run_1/pdn.png
Bar = 20 µm. Pins as bars on the die edge.
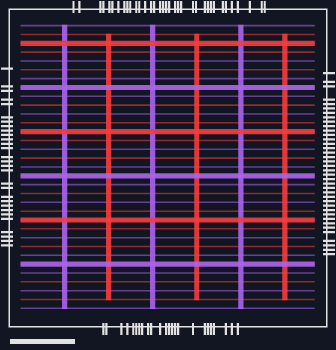
run_1/final_clocks.png
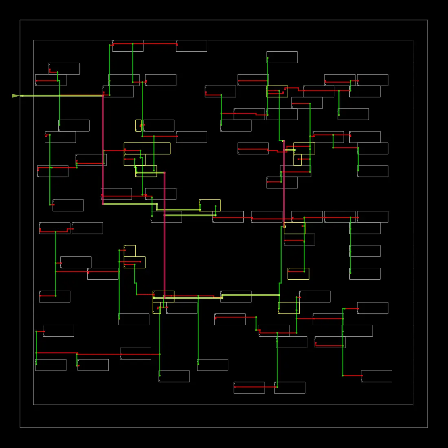
run_1/clock_map.png
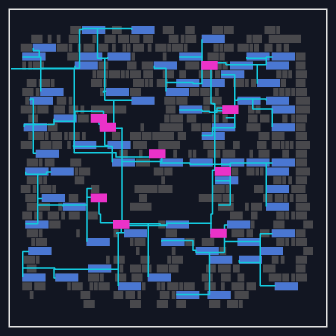
<file path="src/rtl/mest_pro_mem_pkg.sv">
// Shared types for the program/data memory arbiter.
// State and owner encodings plus memory select values.
package mest_pro_mem_pkg;

  typedef enum logic [1:0] {
    IDLE,
    ISSUE,
    RESP
  } state_t;

  typedef enum logic {
    OWN_FETCH,
    OWN_DATA
  } owner_t;

  localparam logic MM_SEL_FETCH = 1'b0;
  localparam logic MM_SEL_DATA  = 1'b1;

endpackage

</file>
<file path="src/rtl/mest_pro_mem_prio.sv">
// Winner select between fetch and data requests.
// Data wins unless fetch has lost STARVE_MAX times in a row.
module mest_pro_mem_prio
  import mest_pro_mem_pkg::*;
#(
  parameter int STARVE_MAX = 4
) (
  input  logic   clk,
  input  logic   rst_n,
  input  logic   f_req,
  input  logic   d_req,
  input  logic   take,
  output owner_t winner
);

  localparam int CW = $clog2(STARVE_MAX + 1);

  logic [CW-1:0] cnt;
  logic          starved;

  assign starved = (cnt == CW'(STARVE_MAX));

  always_comb begin
    winner = OWN_FETCH;
    unique case (1'b1)
      d_req && !(f_req && starved): winner = OWN_DATA;
      default:                      winner = OWN_FETCH;
    endcase
  end

  always_ff @(posedge clk) begin
    if (!rst_n) begin
      cnt <= '0;
    end else if (take) begin
      if (winner == OWN_FETCH) begin
        cnt <= '0;
      end else if (f_req && !starved) begin
        cnt <= cnt + 1'b1;
      end
    end
  end

endmodule

</file>
<file path="src/rtl/mest_pro_mem_arbiter.sv">
// Serialises fetch and data accesses onto one memory port.
// IDLE -> ISSUE -> RESP; all memory-side signals are registered.
module mest_pro_mem_arbiter
  import mest_pro_mem_pkg::*;
#(
  parameter int PC_BITS          = 16,
  parameter int ADDR_BITS        = 8,
  parameter int DATA_BITS        = 8,
  parameter int INSTRUCTION_SIZE = 16,
  parameter int STARVE_MAX       = 4
) (
  input  logic                        clk,
  input  logic                        i_reset_n,
  input  logic                        i_f_req,
  input  logic [PC_BITS-1:0]          i_f_pc,
  output logic                        o_f_gnt,
  output logic                        o_f_valid,
  output logic [INSTRUCTION_SIZE-1:0] o_f_inst,
  input  logic                        i_d_req,
  input  logic                        i_d_we,
  input  logic [ADDR_BITS-1:0]        i_d_addr,
  input  logic [DATA_BITS-1:0]        i_d_wdat,
  output logic                        o_d_gnt,
  output logic                        o_d_valid,
  output logic [DATA_BITS-1:0]        o_d_rdat,
  output logic                        o_mm_select,
  output logic [PC_BITS-1:0]          o_mm_pc,
  output logic [ADDR_BITS-1:0]        o_mm_addr,
  output logic [DATA_BITS-1:0]        o_mm_dat,
  output logic                        o_cs,
  output logic                        o_we,
  input  logic [INSTRUCTION_SIZE-1:0] i_inst,
  input  logic [DATA_BITS-1:0]        i_dat,
  input  logic                        i_error,
  output logic                        o_err
);

  state_t state_q, state_d;
  owner_t owner_q, owner_d;
  owner_t winner;
  logic   st_q, st_d;
  logic   take;

  logic                        f_gnt_d, f_valid_d;
  logic                        d_gnt_d, d_valid_d;
  logic [INSTRUCTION_SIZE-1:0] f_inst_d;
  logic [DATA_BITS-1:0]        d_rdat_d;
  logic                        sel_d;
  logic [PC_BITS-1:0]          pc_d;
  logic [ADDR_BITS-1:0]        addr_d;
  logic [DATA_BITS-1:0]        dat_d;
  logic                        cs_d, we_d, err_d;

  mest_pro_mem_prio #(
    .STARVE_MAX(STARVE_MAX)
  ) u_prio (
    .clk   (clk),
    .rst_n (i_reset_n),
    .f_req (i_f_req),
    .d_req (i_d_req),
    .take  (take),
    .winner(winner)
  );

  always_comb begin
    state_d   = state_q;
    owner_d   = owner_q;
    st_d      = st_q;
    take      = 1'b0;
    f_gnt_d   = 1'b0;
    f_valid_d = 1'b0;
    d_gnt_d   = 1'b0;
    d_valid_d = 1'b0;
    cs_d      = 1'b0;
    we_d      = 1'b0;
    f_inst_d  = o_f_inst;
    d_rdat_d  = o_d_rdat;
    sel_d     = o_mm_select;
    pc_d      = o_mm_pc;
    addr_d    = o_mm_addr;
    dat_d     = o_mm_dat;
    err_d     = o_err;
    unique case (state_q)
      IDLE: begin
        if (i_f_req || i_d_req) begin
          take    = 1'b1;
          owner_d = winner;
          state_d = ISSUE;
          cs_d    = 1'b1;
          if (winner == OWN_DATA) begin
            d_gnt_d = 1'b1;
            sel_d   = MM_SEL_DATA;
            addr_d  = i_d_addr;
            dat_d   = i_d_wdat;
            we_d    = i_d_we;
            st_d    = i_d_we;
          end else begin
            f_gnt_d = 1'b1;
            sel_d   = MM_SEL_FETCH;
            pc_d    = i_f_pc;
          end
        end
      end
      ISSUE: state_d = RESP;
      RESP: begin
        state_d = IDLE;
        err_d   = o_err | i_error;
        if (owner_q == OWN_DATA) begin
          d_valid_d = 1'b1;
          if (!st_q) d_rdat_d = i_dat;
        end else begin
          f_valid_d = 1'b1;
          f_inst_d  = i_inst;
        end
      end
      default: state_d = IDLE;
    endcase
  end

  always_ff @(posedge clk) begin
    if (!i_reset_n) begin
      state_q     <= IDLE;
      owner_q     <= OWN_FETCH;
      st_q        <= 1'b0;
      o_f_gnt     <= 1'b0;
      o_f_valid   <= 1'b0;
      o_f_inst    <= '0;
      o_d_gnt     <= 1'b0;
      o_d_valid   <= 1'b0;
      o_d_rdat    <= '0;
      o_mm_select <= 1'b0;
      o_mm_pc     <= '0;
      o_mm_addr   <= '0;
      o_mm_dat    <= '0;
      o_cs        <= 1'b0;
      o_we        <= 1'b0;
      o_err       <= 1'b0;
    end else begin
      state_q     <= state_d;
      owner_q     <= owner_d;
      st_q        <= st_d;
      o_f_gnt     <= f_gnt_d;
      o_f_valid   <= f_valid_d;
      o_f_inst    <= f_inst_d;
      o_d_gnt     <= d_gnt_d;
      o_d_valid   <= d_valid_d;
      o_d_rdat    <= d_rdat_d;
      o_mm_select <= sel_d;
      o_mm_pc     <= pc_d;
      o_mm_addr   <= addr_d;
      o_mm_dat    <= dat_d;
      o_cs        <= cs_d;
      o_we        <= we_d;
      o_err       <= err_d;
    end
  end

endmodule

</file>
<file path="config.mk">
export PLATFORM = sky130hd
export DESIGN_NAME = mest_pro_mem_arbiter
export DESIGN_NICKNAME = d
export VERILOG_FILES = /design/src/rtl/mest_pro_mem_pkg.sv /design/src/rtl/mest_pro_mem_prio.sv /design/src/rtl/mest_pro_mem_arbiter.sv
export SDC_FILE = /design/constraint.sdc
export NUM_CORES = 1
export LEC_CHECK = 0
export ABC_CLOCK_PERIOD_IN_PS = 1600
export CORE_MARGIN = 3
export CORE_UTILIZATION = 34
export DETAILED_ROUTE_END_ITERATION = 16
export GPL_TIMING_DRIVEN = 0
export PLACE_DENSITY = 0.67
export REMOVE_ABC_BUFFERS = 1
export SLEW_MARGIN = 20
export SYNTH_ARGS = -nofsm -noshare
export SYNTH_HDL_FRONTEND = slang
export SYNTH_SLANG_ARGS = --single-unit
</file>
<file path="constraint.sdc">
create_clock -name clk -period 1.6 [get_ports clk]
set_input_delay 0.32 -clock clk [delete_from_list [all_inputs] [get_ports clk]]
set_output_delay 0.32 -clock clk [all_outputs]
set_load 0.02 [all_outputs]
</file>
==> changes_impl.md, run 1 <==
## Flow update

* Area leader share at ~50%
* Initial Util at 35.9%
* Final Hold Vio Count at 0
* Yosys top cell by instances: nand2_1
* Via Count at 2328
* Post-CTS Hold Fix Bufs at 0
* Worst Skew at 0.00818 ns
* Syn Area/Cell at 9.54 µm²
* Clk buf depth at 2
* Actual slew at the worst max-slew pin at approximately 0.43 ns
* Class of the most critical setup path: flop to output port
* Number of port buffers at roughly 130
* Post-synthesis cell area at around 2800 µm²
* Met3 track utilization from global routing at 5.53%
* Yosys Chip Area at between 2000 and 3000 µm²
* Row count at 32
* Unique cell types at 36
* Register share of total power at 48.2%
* Fin nets at 481
* Post-synth EDFFs at 0
* MUX area fraction at 11.7%
* FF+latch area at 1400 µm²
* Most frequent logic cell in the layout: nand2_1
* Top cells by area: dfxtp_1 (49%), nand2_1 (13%), mux2i_1 (12%), a21boi_2 (4.0%), nand2_2 (2.2%)
* Buf/Inv on CP at 1
* Critical Path Slowest Stage Cell: dfxtp_1
* Busiest grt layer: met2
* Metal2 WL at 3150 µm
* Layout Cells excl Fill at 523
* Max incr delay on CP at about 0.47 ns
* XOR/XNOR Area Share at 0.618%
* Reg2Reg Depth at 4
* Vias in the first global route at ~2300
* Worst Hold Slack at 0.381 ns
* Startpoint Class: flop
* Max Used Layer: met4
* CTS Buf Count at 9
* Gr usage total at between 10% and 20%
* Hold Path Class: input port to flop
* Crit path max fanout at 6
* Tool warnings at 26
* Final Util at 54.8%
* Drt pass-1 iters at 4
* Comb gate area at 1300 µm²
* Max Cap Viol at 0
* Worst reg2reg path endpoint: o_mm_pc[3]
* Aoi share at around 8.7%
* Dominant comb cell: simple AND/OR/NAND/NOR gates
* Gr ovfl total at 0
* Predominant post-synthesis flop cell: dfxtp_1
* Ys flops at 70
* Reg2Reg Setup Slack at 0.17 ns
* Met3 WL post-DR at roughly 460 µm
* Sw Pwr at roughly 0.98 mW
* Final WL at between 6000 and 7000 µm
* Dominant cell type by area after synthesis: dfxtp_1
* Pre-CTS setup slack at -0.654 ns
* Dpl cells at 503
* Fa+ha+maj area frac at 0.883%
* Met2 usage at 23.3%
* Top cells excl fill/tap: nand2_1 (97), dfxtp_1 (70), clkdlybuf4s50_1 (60)
* Detail Route Antenna Nets at 0
* Fmax at 667 MHz
* Mapped Cells at 297
* Pwr per Cell Area at ~900 nW/µm²
* Post-synthesis sequential area ratio at roughly 49%
* Fill count at about 770
* Area Overhead vs Synth at 52.6%
* Root Driver: clkbuf_8
* Worst setup path end: o_mm_select
* Core area at 7890 µm²
* Run status: completed
* Crit path capture type: output port
* Met1 wire length at 2940 µm
* Full die area at 9470 µm²
* DRC at 0
* Stages on the worst setup path at 1
* Ys Warns at 0
* CTS tree: yes
* Via/cell ratio at 4.45
* Clk pwr share at 35.3%
* CP Launch Point: o_mm_select
* Synth top cells by count: nand2_1 (97), dfxtp_1 (70), mux2i_1 (33)
* Latency at later pin at roughly 0.34 ns
* Clock transition at path regs at 0.07 ns
* Largest net degree at the start of global routing at slightly above 80
* Share of cells above drive strength 1 at 11.6%
* Ys async rst share at 0%
* Top delay family on crit path: flip-flops
* Critical path data required time at 1.28 ns
* Final slew viol count at 0
* Combinational power share at between 10% and 20%
* Ports at around 130
About pdn.png:
VDD -> red
VSS -> purple
met4 straps = 6
met1 rails = 33
signal pins = 126
worst vdd ir: 543 µV
Die H: 97.3 µm

About final_clocks.png:
Clock Sinks: 70
registers: 70
clk pwr: 1.38 mW

About clock_map.png:
cells driving clock nets -> magenta  # count 9
clock wires -> cyan  # length 910 µm
flip-flops -> blue  # count 70
flops lie = widely spread

[run 1: per-stage QoR]
stage,TNS (ns),cell area [µm²]
2_1_floorplan,-0.759,2670
3_3_place_gp,-137.56,4050
3_5_place_dp,-22.04,4070
4_1_cts,0,4270
5_1_grt,0,4330
6_report,0,4330
[run 1: layout make-up]
type	instances	share of cell area, %
Sequential cell	70	32.4
Timing Repair Buffer	130	30.1
Multi-Input combinational cell	204	30.0
Clock buffer	11	3.27
Tap cell	102	2.95
Clock inverter	4	1.10
Inverter	2	0.174
[run 1: power groups by stage]
stage               Combinational, mW  Clock [mW]  Sequential, mW
floorplan                       0.191           0            2.01
global placement                0.660           0            1.92
detailed placement              0.666           0            1.92
CTS                             0.647        1.43            1.88
global route                    0.699        1.52            1.89
finish                          0.643        1.38            1.88
[run 1: registers in the layout, indices dropped and copies added, names as in the netlist]
name / flops
o_mm_addr: 8
state_q: 2
u_prio.cnt: 3
o_mm_dat: 8
o_mm_pc: 16
o_mm_select: 1
o_d_rdat: 8
st_q: 1
o_d_gnt: 1
o_f_gnt: 1
o_f_valid: 1
o_f_inst: 16
o_d_valid: 1
o_cs: 1
o_we: 1
o_err: 1
[run 1: how the worst min path moves through the flow]
stage | from | end | slack (ns) | cells past startpoint
after floorplan | i_d_we | st_q | 0.44 | 1
after global placement | o_mm_pc[14] | o_mm_pc[14] | 0.44 | 2
after detailed placement | o_mm_addr[6] | o_mm_addr[6] | 0.45 | 2
after CTS | i_reset_n | o_f_inst[1] | 0.37 | 2
after global routing | i_reset_n | o_mm_pc[5] | 0.38 | 3
final | i_reset_n | o_d_rdat[7] | 0.38 | 3
[run 1: timing repair]
item / CTS / global route
buffers inserted: 3 / 1
resized: 57 / 14
hold endpoints to repair: 0 / 0
setup endpoints to repair: 92 / 45
gates cloned: 1 / 0
==> inputs of run 2 (changes only) <==
--- a/config.mk
+++ b/config.mk
@@ -10,6 +10,7 @@
 export CORE_UTILIZATION = 34
 export DETAILED_ROUTE_END_ITERATION = 16
 export GPL_TIMING_DRIVEN = 0
+export MAX_ROUTING_LAYER = met4
 export PLACE_DENSITY = 0.67
 export REMOVE_ABC_BUFFERS = 1
 export SLEW_MARGIN = 20
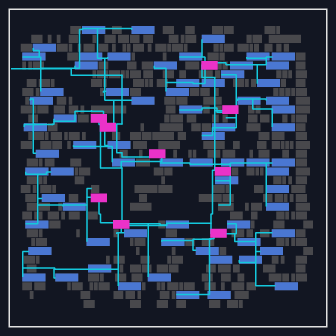
run_2/clock_map.png
flip-flops -> blue  # count 70
cells driving clock nets -> magenta  # count 9
clock wires -> cyan  # length 926 µm
routed clock nets = 10
flops lie = widely spread
Worst Skew: 0.00829 ns
Clk pwr share: 35.3%
Latency at later pin: 0.34 ns

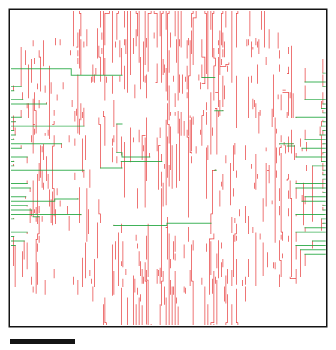
run_2/metal_stack.png
Bar = 20 µm. Only two layers are drawn.
met2 -> red  # wire length 3160 µm
met3 -> green  # wire length 434 µm

==> changes_impl.md, run 2 <==
## Flow update

* Full die area at 9470 µm²
* Detail Route Antenna Nets at 0
* CTS Buf Count at 9
* Ys async rst share at 0%
* Clock transition at path regs at 0.07 ns
* Drt pass-1 iters at 4
* Top cells excl fill/tap: nand2_1 (97), dfxtp_1 (70), clkdlybuf4s50_1 (60)
* CTS tree: yes
* Syn Area/Cell at 9.54 µm²
* Reg2Reg Depth at 4
* Dominant comb cell: simple AND/OR/NAND/NOR gates
* Biggest regs: o_f_inst: 16 flops, o_mm_pc: 16 flops
* Class of the most critical setup path: flop to output port
* Largest net degree at the start of global routing at 83
* Unique cell types at 36
* Post-synth EDFFs at 0
* Row count at 32
* Synth top cells by count: nand2_1 (97), dfxtp_1 (70), mux2i_1 (33)
* Root Driver: clkbuf_8
* Top cells by area: dfxtp_1 (49%), nand2_1 (13%), mux2i_1 (12%), a21boi_2 (4.0%), nand2_2 (2.2%)
* Crit path capture type: output port
* Worst reg2reg path endpoint: o_mm_pc[3]
* Via/cell ratio at 4.45
* Aoi share at 8.70%
* Predominant post-synthesis flop cell: dfxtp_1
* MUX area fraction at 11.7%
* Fmax at 665 MHz
* Ports at 126
* Final Hold Vio Count at 0
* Via Count at 2329
* Worst Hold End: o_d_rdat[7]
* Antenna cells at 0
* Cell count of the worst hold path at 3
* Final slew viol count at 0
* Run status: completed
* Min-delay src: i_reset_n
* Fill count at between 700 and 800
* Clock Sinks at around 70
* Buf/Inv on CP at 1
* Top delay family on crit path: flip-flops
* Area leader share at 49.4%
* Tool warnings at 26
* Reg2Reg Setup Slack at between 0.15 and 0.2 ns
* Most frequent logic cell in the layout: nand2_1
* Worst setup path end: o_mm_select
* Gr ovfl total at 0
* Fin nets at 481
* Post-synthesis sequential area ratio at 49.4%
* Core area at about 7900 µm²
* Fa+ha+maj area frac at 0.883%
* DP HPWL at roughly 4400 µm
* Yosys top cell by instances: nand2_1
* Max Cap Viol at 0
* Startpoint Class: flop
* Initial Util at about 36%
* Arr. time, crit path at ~1.2 ns
* Mapped Cells at 297
* CP Launch Point: o_mm_select
* Post-synthesis cell area at around 2800 µm²
* Post-CTS Hold Fix Bufs at 0
* Final WL at roughly 6600 µm
* Htree depth at 3
* Gr usage total at 14.7%
* Critical Path Slowest Stage Cell: dfxtp_1
* Hold Path Class: input port to flop
* Dominant cell type by area after synthesis: dfxtp_1
* Area Overhead vs Synth at 52.6%
* Actual slew at the worst max-slew pin at 0.426 ns
* Pre-CTS setup slack at -0.654 ns
* Crit path max fanout at 6
* Worst R2R Start: state_q[0]
* Ys Warns at 0
* Max incr delay on CP at roughly 0.47 ns
* Vias in the first global route at 2307
* Die H at 97.3 µm
* Worst vdd ir at 543 µV
* Critical path data required time at around 1.3 ns
* Pwr per Cell Area at 902 nW/µm²
* Worst Hold Slack at ~0.38 ns
* Clk buf depth at 2
* XOR/XNOR Area Share at 0.618%
* Number of port buffers at 125
[run 2: cell counts after synthesis]
Identical to the previous run, type by type.
[run 2: cells by family (layout without fill, tap and decap cells)]
kind of cell,count (synthesis),count (layout)
and+or+nand+nor,137,137
adders and majority gates,2,2
AOI/OAI and AO/OA,29,30
muxes,33,33
xor gates and xnor gates,2,2
DFF,70,70
buffers and inverters,24,147
[run 2: layout make-up]
cell class                 count  area, µm²  share of cell area [%]
sequential                    70       1400                    32.4
timing repair buffer         130       1300                    30.1
multi-input combinational    204       1300                    30.0
clock buffer                  11        141                    3.27
tap                          102        128                    2.95
clock inverter                 4       47.5                    1.10
inverter                       2       7.51                   0.174
[run 2: power by group]
group	switching [mW]	internal, mW	total, mW
Sequential	0.0523	1.83	1.88
Combinational	0.300	0.344	0.644
Clock	0.630	0.749	1.38
[run 2: layer usage]
metal	track usage [%]	vias to the layer above	part of all wire, %
met4	5.11	0	0.92
met3	5.03	7	6.5
met2	23.3	84	48
met5	-	-	0
met1	17.5	1028	45
li1	-	1210	-
[run 2: stage by stage]
stage / cell area [µm²] / utilization [%] / cells / power [mW] / TNS (ns)
floorplan: 2670 / - / 275 / 2.20 / -0.759
global placement: 4050 / 51.3 / 502 / 2.58 / -137.56
detailed placement: 4070 / 51.6 / 503 / 2.59 / -22.04
CTS: 4270 / 54.1 / 522 / 3.96 / 0
global route: 4330 / 54.8 / 523 / 4.12 / 0
finish: 4330 / 54.8 / 523 / 3.90 / 0
[run 2: timing repair]
item	4_1_cts	5_1_grt
buffers inserted	3	1
resized	57	14
gates cloned	1	0
setup endpoints to repair	92	45
pin swaps	0	0
==> inputs of run 3 (changes only) <==
--- a/config.mk
+++ b/config.mk
@@ -12,7 +12,6 @@
 export GPL_TIMING_DRIVEN = 0
 export MAX_ROUTING_LAYER = met4
 export PLACE_DENSITY = 0.67
-export REMOVE_ABC_BUFFERS = 1
 export SLEW_MARGIN = 20
 export SYNTH_ARGS = -nofsm -noshare
 export SYNTH_HDL_FRONTEND = slang
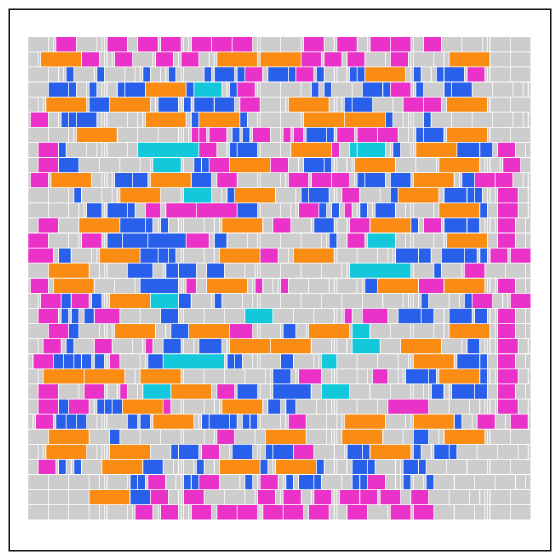
run_3/cell_classes.png
Fill, decap, tap and diode cells in grey.
clock drivers and dummy loads -> cyan  # cells 16
other buffers and delay cells -> magenta  # cells 146
all other logic -> blue  # cells 205
flip-flops -> orange  # cells 70
row count: 32
core area: 7890 µm²
design area: 4390 µm²

==> changes_impl.md, run 3 <==
## Flow update

* Yosys Chip Area at 2830 µm²
* Antenna cells at 0
* Crit path capture type: output port
* Arr. time, crit path at about 1.2 ns
* Full die area at 9470 µm²
* Final Power at 4.27 mW
* Worst reg2reg path endpoint: o_f_inst[4]
* Biggest regs: o_f_inst: 16 flops, o_mm_pc: 16 flops
* Die H at 97.3 µm
* Vias in the first global route at 2314
* Setup tns final at 0 ns
* Number of port buffers at 124
* Run status: completed
* Share of cells above drive strength 1 at 11.7%
* Worst Skew at 0.00758 ns
* Post-synthesis cell area at 2830 µm²
* Final slew viol count at 0
* Final Util at between 50% and 60%
* Rel. slew slack at 66.8%
* Ys async rst share at 0%
* Top delay family on crit path: flip-flops
* Critical path data required time at 1.28 ns
* Fin nets at 496
* Area Overhead vs Synth at 54.8%
* Startpoint Class: flop
* Via Count at 2434
* Gr usage total at between 15 and 20%
* Mapped Cells at a little under 300
* Hold Path Class: input port to flop
* Class of the most critical setup path: flop to output port
* CTS tree: yes
* Wire length per cell at between 10 and 15 µm
* Fmax at 662 MHz
* Gr ovfl total at 0
* Unique cell types at 36
* Actual slew at the worst max-slew pin at about 0.50 ns
* Initial Util at 35.9%
* Top cells by area: dfxtp_1 (49%), nand2_1 (13%), mux2i_1 (12%), a21boi_2 (4.0%), nand2_2 (2.2%)
* Dominant cell type by area after synthesis: dfxtp_1
* Worst R2R Start: state_q[1]
* Latency at later pin at 0.33 ns
* Fill count at 753
* Most frequent logic cell in the layout: nand2_1
* Syn Area/Cell at 9.54 µm²
* Drt pass-1 iters at 4
* Worst Hold End: o_d_gnt
* Max Cap Viol at 0
* Cell count of the worst hold path at 2
* Final Hold Vio Count at 0
* Largest net degree at the start of global routing at 13
* Max incr delay on CP at 0.46 ns
* Clock transition at path regs at 0.07 ns
* Synth top cells by count: nand2_1 (97), dfxtp_1 (70), mux2i_1 (33)
* Initial antenna violation count at 0
* Root Driver: clkbuf_8
* Clock Sinks at 70
* XOR/XNOR Area Share at less than 1%
* Predominant post-synthesis flop cell: dfxtp_1
* Yosys top cell by instances: nand2_1
* Worst vdd ir at 475 µV
* Ports at approximately 130
* Ys Warns at 0
* Crit path max fanout at 6
* Worst setup path end: o_mm_select
* Post-synthesis sequential area ratio at between 40% and 50%
* Area leader share at 49.4%
* Post-synth EDFFs at 0
* Stages on the worst setup path at 1
* Aoi share at 8.70%
* Reg2Reg Depth at 5
* Reg2Reg Setup Slack at approximately 0.15 ns
* Final WL at a little over 7000 µm
* First-pass GRT wire length at 11300 µm
* CP Launch Point: o_mm_select
* Buf/Inv on CP at 1
* Min-delay src: i_reset_n
* Clk buf depth at 2
* DP HPWL at 5420 µm
* Critical Path Slowest Stage Cell: dfxtp_1
* Dominant comb cell: simple AND/OR/NAND/NOR gates
* DIE WIDTH at 97.3 µm
* MUX area fraction at about an eighth
* Detail Route Antenna Nets at 0
* Ys flops at 70
* Drt initial violations at 30
* DRC at 0
* Via/cell ratio at roughly 4.5
* Htree depth at 3
* Top cells excl fill/tap: nand2_1 (97), dfxtp_1 (70), clkdlybuf4s50_1 (60), dlygate4sd2_1 (60), mux2i_1 (33)
* Tool warnings at 27
* Pwr per Cell Area at between 900 and 1000 nW/µm²
* Fa+ha+maj area frac at 0.883%
* CTS Buf Count at 9
* Final Wtd Congestion at 0.715
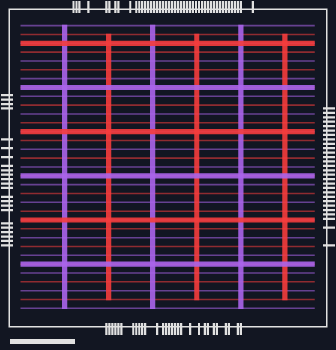
run_3/pdn.png
Bar = 20 µm. Pins as bars on the die edge.
VDD -> red
VSS -> purple
rows = 32
met5 straps = 6
signal pins = 126
met1 rails = 33

[run 3: cell types whose count changed in the layout (fill, tap and decap cells not counted), moves of 2 or more]
cell / before / now
buf_2: 0 / 3
buf_6: 0 / 3
bufinv_16: 1 / 3
clkbuf_1: 1 / 11
clkinv_2: 2 / 0
dlygate4sd2_1: 54 / 60
dlymetal6s2s_1: 10 / 4
[run 3: power by group]
| part | internal [mW] | switching, mW |
|---|---|---|
| logic | 0.343 | 0.317 |
| registers | 1.83 | 0.0463 |
| clock network | 1.08 | 0.653 |
| total | 3.25 | 1.02 |
[run 3: what timing repair did]
item,CTS,global route
buffers inserted,0,1
hold buffers,0,0
pin swaps,0,0
setup endpoints to repair,60,26
gates resized,60,5
[run 3: cell type report]
type	count	area [µm²]	area share, %
Buffer	21	153	3.48
Clock inverter	5	106	2.42
Clock buffer	11	141	3.22
Inverter	2	7.51	0.171
Tap cell	102	128	2.91
Sequential cell	70	1400	31.9
Multi-Input combinational cell	203	1270	28.9
Timing Repair Buffer	125	1180	27.0
[run 3: metal layers]
metal | vias up | track usage (%) | share of wire, %
met2 | 64 | 24.9 | 49
met5 | - | - | 0
met4 | 0 | 6.07 | 1.2
met3 | 6 | 2.87 | 4.9
met1 | 1121 | 18.1 | 45
li1 | 1243 | - | -
[run 3: per-stage QoR]
stage | std cells | instance area, µm² | hold WS [ns] | worst slack, ns
after floorplan | 297 | 2830 | 0.436 | 0.243
after global placement | 523 | 4200 | 0.442 | -0.265
after detailed placement | 523 | 4200 | 0.446 | -0.328
after CTS | 539 | 4380 | 0.405 | 0.00161
after global routing | 539 | 4390 | 0.420 | 0.0191
final | 539 | 4390 | 0.413 | 0.0902
Power and IR drop assume default switching activity.
